## src/rtl/alu_pipe.sv

```systemverilog
// Two-stage pipelined signed ALU with valid/ready handshake on both sides.
// S1 holds the accepted operands; S2 holds the registered result and status flags.
module alu_pipe #(
  parameter int unsigned WORD_SIZE    = 8,
  parameter int unsigned ALU_CON_SIZE = 4
) (
  input  logic                    clk,
  input  logic                    rstn,
  input  logic                    in_valid,
  output logic                    in_ready,
  input  logic [ALU_CON_SIZE-1:0] alu_con,
  input  logic [WORD_SIZE-1:0]    data_in_1,
  input  logic [WORD_SIZE-1:0]    data_in_2,
  output logic                    out_valid,
  input  logic                    out_ready,
  output logic [WORD_SIZE-1:0]    data_out,
  output logic                    zero,
  output logic                    overflow,
  output logic                    carry,
  output logic                    illegal
);

  localparam int unsigned W   = WORD_SIZE;
  localparam int unsigned MSB = WORD_SIZE - 1;

  localparam logic [ALU_CON_SIZE-1:0] OP_AND = ALU_CON_SIZE'(4'b0000);
  localparam logic [ALU_CON_SIZE-1:0] OP_OR  = ALU_CON_SIZE'(4'b0001);
  localparam logic [ALU_CON_SIZE-1:0] OP_ADD = ALU_CON_SIZE'(4'b0010);
  localparam logic [ALU_CON_SIZE-1:0] OP_SUB = ALU_CON_SIZE'(4'b0110);
  localparam logic [ALU_CON_SIZE-1:0] OP_SLT = ALU_CON_SIZE'(4'b0111);
  localparam logic [ALU_CON_SIZE-1:0] OP_NOR = ALU_CON_SIZE'(4'b1111);

  logic                    s1_valid;
  logic [ALU_CON_SIZE-1:0] s1_op;
  logic [W-1:0]            s1_a;
  logic [W-1:0]            s1_b;
  logic                    s2_valid;

  logic accept;
  logic s1_advance;
  logic s2_advance;

  logic [W:0]   sum_ext;
  logic [W-1:0] res;
  logic         res_ovf;
  logic         res_cry;
  logic         res_ill;

  // Handshake: a stalled result blocks S2, a full S1 behind it blocks the input.
  always_comb begin
    s2_advance = !s2_valid || out_ready;
    s1_advance = s1_valid && s2_advance;
    in_ready   = !s1_valid || s2_advance;
    accept     = in_valid && in_ready;
  end

  // Operand stage
  always_ff @(posedge clk or negedge rstn) begin
    if (!rstn) begin
      s1_valid <= 1'b0;
      s1_op    <= '0;
      s1_a     <= '0;
      s1_b     <= '0;
    end else begin
      if (accept) begin
        s1_valid <= 1'b1;
        s1_op    <= alu_con;
        s1_a     <= data_in_1;
        s1_b     <= data_in_2;
      end else if (s1_advance) begin
        s1_valid <= 1'b0;
      end
    end
  end

  // Result and flags from the S1 operands; SUB reuses the adder as A + ~B + 1.
  always_comb begin
    sum_ext = '0;
    res     = '0;
    res_ovf = 1'b0;
    res_cry = 1'b0;
    res_ill = 1'b0;
    case (s1_op)
      OP_ADD: begin
        sum_ext = {1'b0, s1_a} + {1'b0, s1_b};
        res     = sum_ext[W-1:0];
        res_cry = sum_ext[W];
        res_ovf = (s1_a[MSB] == s1_b[MSB]) && (res[MSB] != s1_a[MSB]);
      end
      OP_SUB: begin
        sum_ext = {1'b0, s1_a} + {1'b0, ~s1_b} + (W+1)'(1);
        res     = sum_ext[W-1:0];
        res_cry = sum_ext[W];
        res_ovf = (s1_a[MSB] != s1_b[MSB]) && (res[MSB] != s1_a[MSB]);
      end
      OP_AND:  res = s1_a & s1_b;
      OP_OR:   res = s1_a | s1_b;
      OP_NOR:  res = ~(s1_a | s1_b);
      OP_SLT:  res = W'($signed(s1_a) < $signed(s1_b));
      default: res_ill = 1'b1;
    endcase
  end

  // Result stage; outputs only change when a new result is loaded.
  always_ff @(posedge clk or negedge rstn) begin
    if (!rstn) begin
      s2_valid <= 1'b0;
      data_out <= '0;
      zero     <= 1'b0;
      overflow <= 1'b0;
      carry    <= 1'b0;
      illegal  <= 1'b0;
    end else begin
      if (s1_advance) begin
        s2_valid <= 1'b1;
        data_out <= res;
        zero     <= (res == '0);
        overflow <= res_ovf;
        carry    <= res_cry;
        illegal  <= res_ill;
      end else if (out_ready) begin
        s2_valid <= 1'b0;
      end
    end
  end

  assign out_valid = s2_valid;

endmodule

```

## config.mk

```make
export PLATFORM = sky130hd
export DESIGN_NAME = alu_pipe
export DESIGN_NICKNAME = d
export VERILOG_FILES = /design/src/rtl/alu_pipe.sv
export SDC_FILE = /design/constraint.sdc
export NUM_CORES = 1
export LEC_CHECK = 0
export CORE_ASPECT_RATIO = 0.7
export CORE_UTILIZATION = 30
export CTS_CLUSTER_SIZE = 12
export DETAILED_ROUTE_END_ITERATION = 12
export PLACE_DENSITY_LB_ADDON = 0.12
export SKIP_CTS_REPAIR_TIMING = 1
export SLEW_MARGIN = 25
export SYNTH_ARGS = -nofsm -noshare
export SYNTH_HDL_FRONTEND = slang
export SYNTH_SLANG_ARGS = --single-unit
```

## constraint.sdc

```tcl
create_clock -name clk -period 2.4 [get_ports clk]
set_input_delay 0.48 -clock clk [delete_from_list [all_inputs] [get_ports clk]]
set_output_delay 0.48 -clock clk [all_outputs]
set_load 0.02 [all_outputs]
```

==> run_1/registers.png <==
Bar = 20 um.
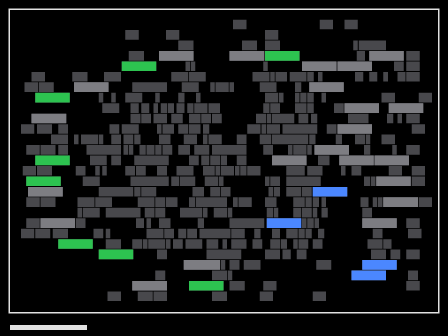
legend:
  s1_op:
    colour: blue
    placed_flops: 4
    where: bottom right
  s1_a:
    colour: green
    placed_flops: 8

==> run_1/metal_stack.png <==
Bar = 20 um.
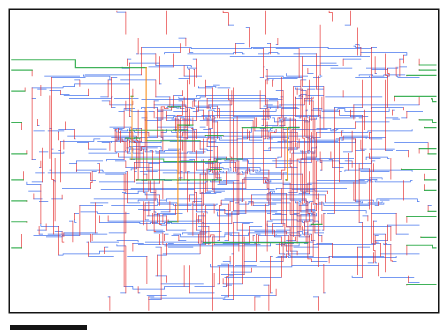
legend:
  met1:
    colour: blue
    wire_length: 3470 um
  met2:
    colour: red
    wire_length: 2540 um
  met3:
    colour: green
    wire_length: 301 um
  met4:
    colour: orange
    wire_length: 74.1 um

==> impl_metrics.toml, run 1 <==
# synthesis and place-and-route metrics
[final_timing]
finalSetupViolCount = 2
fmax_mhz = 394
max-slew-margin-rel_pct = 51.6
fin_crit_ps = 2540
setup_ws_ps = -138

[floorplan]
core-area_sq_um = 7970
die_h_um = 78.6

[finish]
mostFrequentLayoutCell = "clkdlybuf4s50_1"
fin_util_pct = 45.1

[route]
post_drt_wl_per_cell_um = 14.5
route.detailed.drc = 7
vias_per_cell = 4.90
wirelength_mm = 6.38
postRouteAntennaNets = 0

[yosys]
yosys_area_sq_um = 2510
top_logic_kind = "AND-OR/OR-AND gates"
ys_ff = 34
syn_nets = 317
synth_async_sr_flop_share_pct = 100

[setup_path]
critPathCaptureType = "flip-flop"

[status]
violations = "DRC, setup timing"
status = "finished, violations left"

[hold_path]
hp-class = "flip-flop to flip-flop"

[clock_network]
cts_buffer_depth = 2

[grt]
grt_max_degree = 35

[power_and_ir_drop]
p_int_mw = 1.84
==> run_1/cell_classes.png <==
Bar = 20 um. Fill, decap, tap and diode cells in grey.
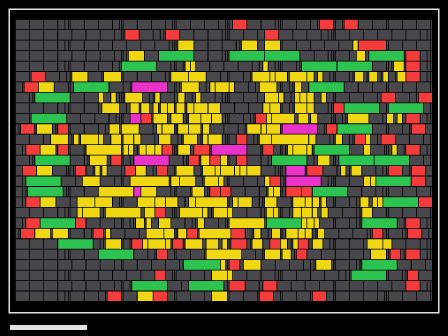
legend:
  clock drivers and dummy loads:
    colour: magenta
    cells: 8
  all other logic:
    colour: yellow
    cells: 218
  flops:
    colour: green
    cells: 34
  other buffers and delay cells:
    colour: red
    cells: 79

run 1: Yosys cell counts, types with 2 or more instances:
cell	number	area share [%]
a211oi_1	4	1.2
a21o_1	2	0.60
a21oi_1	13	2.6
a221o_1	3	1.2
a221oi_1	2	0.70
a222oi_1	2	0.80
buf_2	2	0.40
clkbuf_1	10	1.5
dfrtp_1	34	34
fa_1	2	1.6
ha_1	25	12
inv_1	24	3.6
mux2_2	21	9.4
mux2i_1	6	2.4
nand2_1	19	2.8
nand2b_1	9	2.2
nand3_1	5	1.0
nor2_1	17	2.5
nor2b_1	3	0.75
nor3_1	6	1.2
nor3b_1	2	0.60
o21a_1	2	0.60
o21ai_0	6	1.2
o21ai_1	10	2.0
xnor2_1	7	2.4
run 1: cells by family (layout without fill, tap and decap cells):
kind of cell             after synthesis  after routing
adder cells (fa/ha/maj)               27             27
buffers and inverters                 38            111
multiplexers                          27             27
AND-OR/OR-AND                         58             58
XOR/XNOR                               8              8
AND/OR/NAND/NOR                       74             74
flip-flops                            34             34
run 1: power by group through the flow:
stage               Combinational, mW  Clock, mW  Sequential, mW
floorplan                       0.714          0           0.794
global placement                 1.22          0           0.748
detailed placement               1.23          0           0.752
CTS                              1.24      0.677           0.741
global route                     1.59      0.697           0.761
finish                           1.46      0.664           0.742
run 1: registers in the layout (all words and copies together) (netlist names):
signal     flops
data_out       8
zero           1
overflow       1
s1_op          4
s1_valid       1
s1_a           8
s1_b           8
carry          1
illegal        1
out_valid      1
run 1: final timing paths:
check / start / to / slack (ps) / cells after the start
max in group asynchronous: rstn / s1_b[0] / 1440 / 2
min in group asynchronous: rstn / s1_op[1] / 620 / 2
hold reg to reg: data_out[5] / data_out[5] / 480 / 2
hold / removal: data_out[5] / data_out[5] / 480 / 2
setup reg to reg: s1_a[0] / zero / -140 / 10
setup / recovery: s1_a[0] / zero / -140 / 10
run 1: metal layers:
layer | up-vias | GRT usage [%] | share of wire (%)
met3 | 8 | 3.47 | 4.7
li1 | 1068 | - | -
met1 | 1028 | 23.2 | 54
met2 | 54 | 21.9 | 40
met4 | 0 | 3.51 | 1.2
met5 | - | 0 | 0
run 1: critical path, cell delays in order, from the launching register on:
cell,delay (ps)
dfrtp_1,400
buf_6,130
ha_4,160
buf_6,110
a21o_1,210
a2111oi_4,350
o21ai_2,120
mux2i_1,170
xnor2_1,100
a221o_1,370
o41ai_2,320
run 1: metrics by stage:
step	cells	setup TNS, ps	area (sq um)	worst slack (ps)
2_1_floorplan	266	0	2520	19.4
3_3_place_gp	423	-91.9	3210	-91.9
3_5_place_dp	423	-216	3210	-216
4_1_cts	431	-255	3360	-250
5_1_grt	440	-658	3590	-309
6_report	440	-210	3590	-138
run 1: layout make-up:
| cell class | instances | area, sq um |
|---|---|---|
| Tap cell | 101 | 126 |
| Timing Repair Buffer | 79 | 717 |
| Multi-Input combinational cell | 194 | 1660 |
| Clock inverter | 2 | 12.5 |
| Fill cell | 789 | 4380 |
| Inverter | 24 | 90.1 |
| Sequential cell | 34 | 852 |
| Clock buffer | 6 | 139 |
==> run 2: changes to the inputs <==
--- a/config.mk
+++ b/config.mk
@@ -5,6 +5,7 @@
 export SDC_FILE = /design/constraint.sdc
 export NUM_CORES = 1
 export LEC_CHECK = 0
+export CAP_MARGIN = 15
 export CORE_ASPECT_RATIO = 0.7
 export CORE_UTILIZATION = 30
 export CTS_CLUSTER_SIZE = 12
==> run_2/gate_families.png <==
Bar = 20 um.
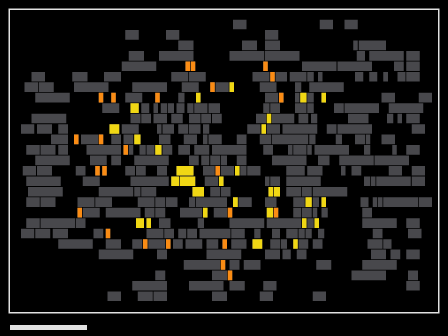
legend:
  NOR gates:
    colour: yellow
    cells: 29
  inverters:
    colour: orange
    cells: 24

==> run 2 against run 1 <==
  * The flow still finishes with violations (DRC, setup timing)
  * Core utilization stayed put
  * Sequential power hardly changed
  * Combinational power hardly changed
  * Maximum frequency stayed put
  * First-iteration DRC count stayed put
  * Largest cell class unchanged
  * Clock-buffer cell count stayed put
  * Die size stayed put
  * Final cell count stayed put
  * Area after synthesis stayed put
  * Setup slack stayed put
  * Flip-flop count stayed put
  * Global-route usage stayed put
==> impl_metrics.toml, run 2 <==
# synthesis and place-and-route metrics
[status]
status = "finished, violations left"
violations = "DRC, setup timing"

[yosys]
ys_top_cells_by_area = "dfrtp_1 (34%), ha_1 (12%), mux2_2 (9.4%)"
most_common_cell = "dfrtp_1"
ys_ff = 34
top_area_cell = "dfrtp_1"
top_cells_by_count = "dfrtp_1 (34), ha_1 (25), inv_1 (24)"
syn_nets = 317
yosys_area_sq_um = 2510
synth_async_sr_flop_share_pct = 100
synth_top_area_share_pct = 33.9

[route]
route.detailed.drc = 7
post_drt_wl_per_cell_um = 14.5
postRouteAntennaNets = 0

[floorplan]
core-area_sq_um = 7970
die_h_um = 78.6

[finish]
layout_top_registers = "data_out x8, s1_a x8, s1_b x8"
layout.area.comb_sq_um = 1660
fin_util_pct = 45.1
register_area_sq_um = 852
mostFrequentLayoutCell = "clkdlybuf4s50_1"

[setup_path]
cp-startpoint = "s1_a[0]"
r2r_start = "s1_a[0]"
crit_cells = 10
cp_common_cell = "buf_6"
critical_path.slowest_cell = "dfrtp_1"
critPathCaptureType = "flip-flop"
cpPeakStageDelay_ps = 400
path_cells = "buf_6 -> ha_4 -> buf_6 -> a21o_1 -> a2111oi_4 -> o21ai_2 -> mux2i_1 -> xnor2_1 -> a221o_1 -> o41ai_2"
crit_end = "zero"
rrSetupSlack_ps = -140
worstRegToRegCells = 10
r2r-end = "zero"

[final_timing]
finalSetupViolCount = 2
setup_ws_ps = -138
fmax_mhz = 394
max-slew-margin-rel_pct = 51.6

[grt]
grt_max_degree = 35

[placed_design]
place_inst = 423
preCtsSetupSlack_ps = -216

[power_and_ir_drop]
p_int_mw = 1.84
[run 2: cell counts in the layout (fill, tap and decap cells not counted)]
No cell type changed its count.
[run 2: layout make-up]
type	instances	share of cell area, %
multi-input combinational	194	46.1
sequential	34	23.7
timing repair buffer	79	19.9
clock buffer	6	3.86
tap	101	3.52
inverter	24	2.51
clock inverter	2	0.348
[run 2: per-stage QoR]
stage | hold slack, ps | cell area [sq um]
floorplan | 184 | 2520
global placement | 464 | 3210
detailed placement | 466 | 3210
CTS | 479 | 3360
global route | 505 | 3590
finish | 482 | 3590
[run 2: power groups by stage]
stage                     Combinational (mW)  Sequential (mW)  Clock, mW
after detailed placement                1.23            0.752          0
after global placement                  1.22            0.748          0
after floorplan                        0.714            0.794          0
after CTS                               1.24            0.741      0.677
final                                   1.46            0.742      0.664
after global routing                    1.59            0.761      0.697
[run 2: metal layers]
layer	global-route usage [%]	up-vias	part of all wire [%]
met2	21.9	54	40
met5	0	-	0
met4	3.51	0	1.2
li1	-	1068	-
met3	3.47	8	4.7
met1	23.2	1028	54
[run 2: worst min path at each step]
stage | startpoint | endpoint | slack (ps) | depth (start not counted)
after floorplan | rstn | carry | 180 | 0
after global placement | data_out[2] | data_out[2] | 460 | 2
after detailed placement | data_out[2] | data_out[2] | 470 | 2
after CTS | data_out[2] | data_out[2] | 480 | 2
after global routing | data_out[5] | data_out[5] | 500 | 2
final | data_out[5] | data_out[5] | 480 | 2
[run 2: logic make-up (layout without fill, tap and decap cells)]
group	Yosys count	after routing	synth area share, %
buffers and inverters	38	111	5.93
adders and majority gates	27	27	14.0
and+or+nand+nor	74	74	15.0
AOI/OAI and AO/OA	58	58	16.6
DFF	34	34	33.9
muxes	27	27	11.8
xor gates and xnor gates	8	8	2.79
[run 2: worst min-delay path: stages, from the launching register on]
cell and delay, ps:
dfrtp_1 340, nand2_1 50, o21ai_1 60
==> run_2/metal_stack.png <==
Bar = 20 um.
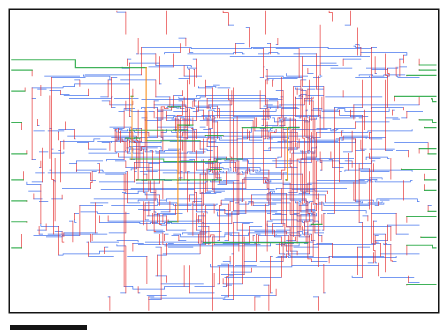

==> run 3: changes to the inputs <==
--- a/config.mk
+++ b/config.mk
@@ -7,6 +7,7 @@
 export LEC_CHECK = 0
 export CAP_MARGIN = 15
 export CORE_ASPECT_RATIO = 0.7
+export CORE_MARGIN = 10
 export CORE_UTILIZATION = 30
 export CTS_CLUSTER_SIZE = 12
 export DETAILED_ROUTE_END_ITERATION = 12
@@ -16,3 +17,4 @@
 export SYNTH_ARGS = -nofsm -noshare
 export SYNTH_HDL_FRONTEND = slang
 export SYNTH_SLANG_ARGS = --single-unit
+export TNS_END_PERCENT = 50
==> run_3/metal_stack.png <==
Bar = 50 um.
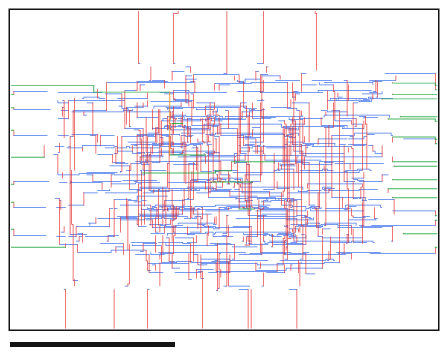
legend:
  met1:
    colour: blue
    wire_length: 3570 um
  met2:
    colour: red
    wire_length: 2540 um
  met4:
    colour: orange
    wire_length: 19.0 um
  met3:
    colour: green
    wire_length: 316 um

==> run 3 against run 2 <==
  * The run ends with setup timing left
  * Largest cell class unchanged
  * Setup slack improved by 30 ps
  * Area after synthesis unchanged
  * First-iteration DRC count grew 80%
  * Critical path type unchanged
  * Clock skew down 2.0 ps
  * Maximum frequency is 1.2% higher
  * Clock power is 13% higher
  * Wire length grew 1.0%
  * Worst hold slack got worse by 3.3 ps
  * Register-to-register slack gained 30 ps
  * Sequential share of layout area rose by 0.21 points
  * Clock-buffer cell count is 1 lower
  * Sequential power rose by 0.5%
==> impl_metrics.toml, run 3 <==
# synthesis and place-and-route metrics
[finish]
mostFrequentLayoutCell = "buf_4"
fin_area_sq_um = 3560
layout_top_registers = "data_out x8, s1_a x8, s1_b x8"
fill_cells = 791

[status]
violations = "setup timing"
status = "finished, violations left"

[final_timing]
setup_ws_ps = -109
max-slew-margin-rel_pct = 53.0
holdWs_ps = 478
fin_crit_ps = 2510
fmax_mhz = 399
finalSetupViolCount = 1
fin_tns_setup_ps = -109

[yosys]
ys_ff = 34
yosys_area_sq_um = 2510
top_area_cell = "dfrtp_1"
syn_nets = 317
synth_top_area_share_pct = 33.9
most_common_cell = "dfrtp_1"
ys_top_cells_by_area = "dfrtp_1 (34%), ha_1 (12%), mux2_2 (9.4%)"
top_cells_by_count = "dfrtp_1 (34), ha_1 (25), inv_1 (24)"
synth_async_sr_flop_share_pct = 100

[route]
postRouteAntennaNets = 0
vias_per_cell = 4.73
route.detailed.drc = 0
wirelength_mm = 6.44

[clock_network]
cts_tree = "yes"
cts_buffer_depth = 2

[placed_design]
dpl_cell_area_sq_um = 3210
preCtsSetupSlack_ps = -180

[setup_path]
cpPeakStageDelay_ps = 390
r2r_start = "s1_a[0]"
rrSetupSlack_ps = -110
r2r-end = "zero"
critPathCaptureType = "flip-flop"
critical_path.slowest_cell = "dfrtp_1"
worstRegToRegCells = 10
path_cells = "buf_6 -> ha_4 -> buf_6 -> a21o_1 -> a2111oi_4 -> o21ai_2 -> mux2i_1 -> xnor2_1 -> a221o_1 -> o41ai_2"
cp_common_cell = "buf_6"

[grt]
grt_max_degree = 35
overflow = 0
grt_pass1_wl_mm = 10.8

[hold_path]
holdPathStages = 2
hp-class = "flip-flop to flip-flop"
hp-start = "data_out[0]"
min_to = "data_out[0]"

[power_and_ir_drop]
p_int_mw = 1.87

[flow_run]
maxCapViolations = 0

[floorplan]
die_h_um = 96.6
run 3: cell count changes in the layout (fill, tap and decap cells not counted), moves of 2 or more:
cell and change:
ha_1 -3, inv_1 -3, buf_6 -3, buf_4 +3, inv_2 +3, a21oi_2 -2, a21oi_1 +2, ha_2 +3
run 3: power groups by stage:
stage / Sequential [mW] / Combinational, mW / Clock (mW)
global placement: 0.751 / 1.23 / 0
finish: 0.746 / 1.37 / 0.751
global route: 0.763 / 1.51 / 0.804
detailed placement: 0.755 / 1.23 / 0
floorplan: 0.794 / 0.714 / 0
CTS: 0.744 / 1.24 / 0.773
run 3: stage by stage:
| step | instances | util, % |
|---|---|---|
| CTS | 432 | 42.2 |
| global placement | 424 | 40.1 |
| global route | 439 | 44.4 |
| detailed placement | 424 | 40.1 |
| floorplan | 266 | - |
| finish | 439 | 44.4 |
run 3: metal layers:
| metal | global-route usage, % | wire length (um) | up-vias |
|---|---|---|---|
| li1 | - | - | 1066 |
| met1 | 15.8 | 3570 | 973 |
| met3 | 3.32 | 315 | 2 |
| met5 | 0 | 0 | - |
| met2 | 15.1 | 2540 | 37 |
| met4 | 1.42 | 19 | 0 |
run 3: cells by family after synthesis:
family,count (synthesis),synth area share [%]
adder cells (fa/ha/maj),27,14.0
AND-OR/OR-AND,58,16.6
multiplexers,27,11.8
XOR/XNOR,8,2.79
flip-flops,34,33.9
buffers and inverters,38,5.93
AND/OR/NAND/NOR,74,15.0
run 3: final cells by class:
class / count / area [sq um] / share of cell area [%]
Multi-Input combinational cell: 194 / 1640 / 46.0
Clock inverter: 3 / 45.0 / 1.27
Clock buffer: 5 / 125 / 3.52
Timing Repair Buffer: 78 / 686 / 19.3
Tap cell: 101 / 126 / 3.55
Sequential cell: 34 / 851 / 23.9
Inverter: 24 / 90.1 / 2.53
run 3: critical path, delay by kind of cell (launching register included):
kind                     cells  cell delay [ps]
buffers and inverters        2              240
XOR/XNOR                     1              100
AND-OR/OR-AND                5             1370
flip-flops                   1              390
adder cells (fa/ha/maj)      1              150
multiplexers                 1              170
run 3: how the worst max path moves through the flow:
| stage | slack, ps | start | end | cells past startpoint |
|---|---|---|---|---|
| finish | -110 | s1_a[0] | zero | 10 |
| global route | -240 | s1_b[0] | zero | 10 |
| CTS | -200 | s1_b[0] | zero | 9 |
| detailed placement | -180 | s1_b[0] | zero | 9 |
| global placement | -110 | s1_b[0] | zero | 9 |
| floorplan | 20 | s1_a[0] | zero | 10 |

==> gallery <==
Placed standard cells.
Plate I
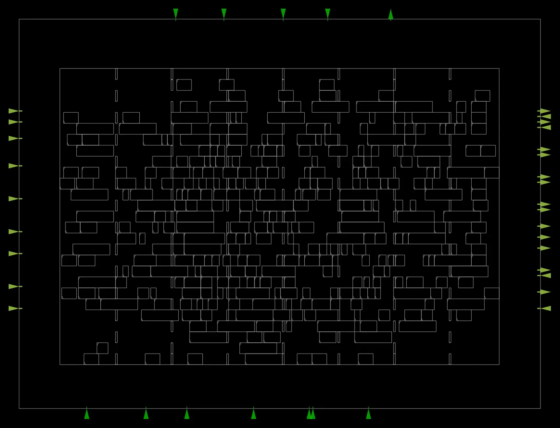
Plate II
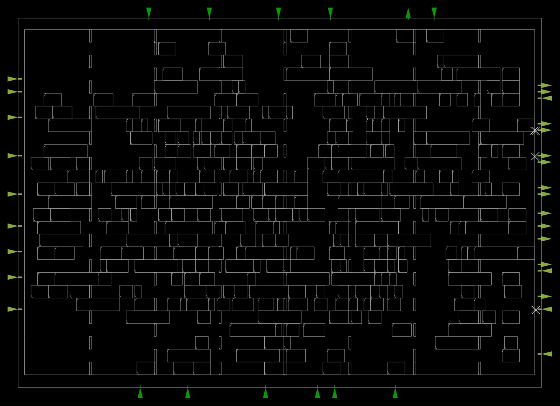
Run 1 is Plate II.
Run 3 is Plate I.

Power is estimated from default activity; no workload was simulated.
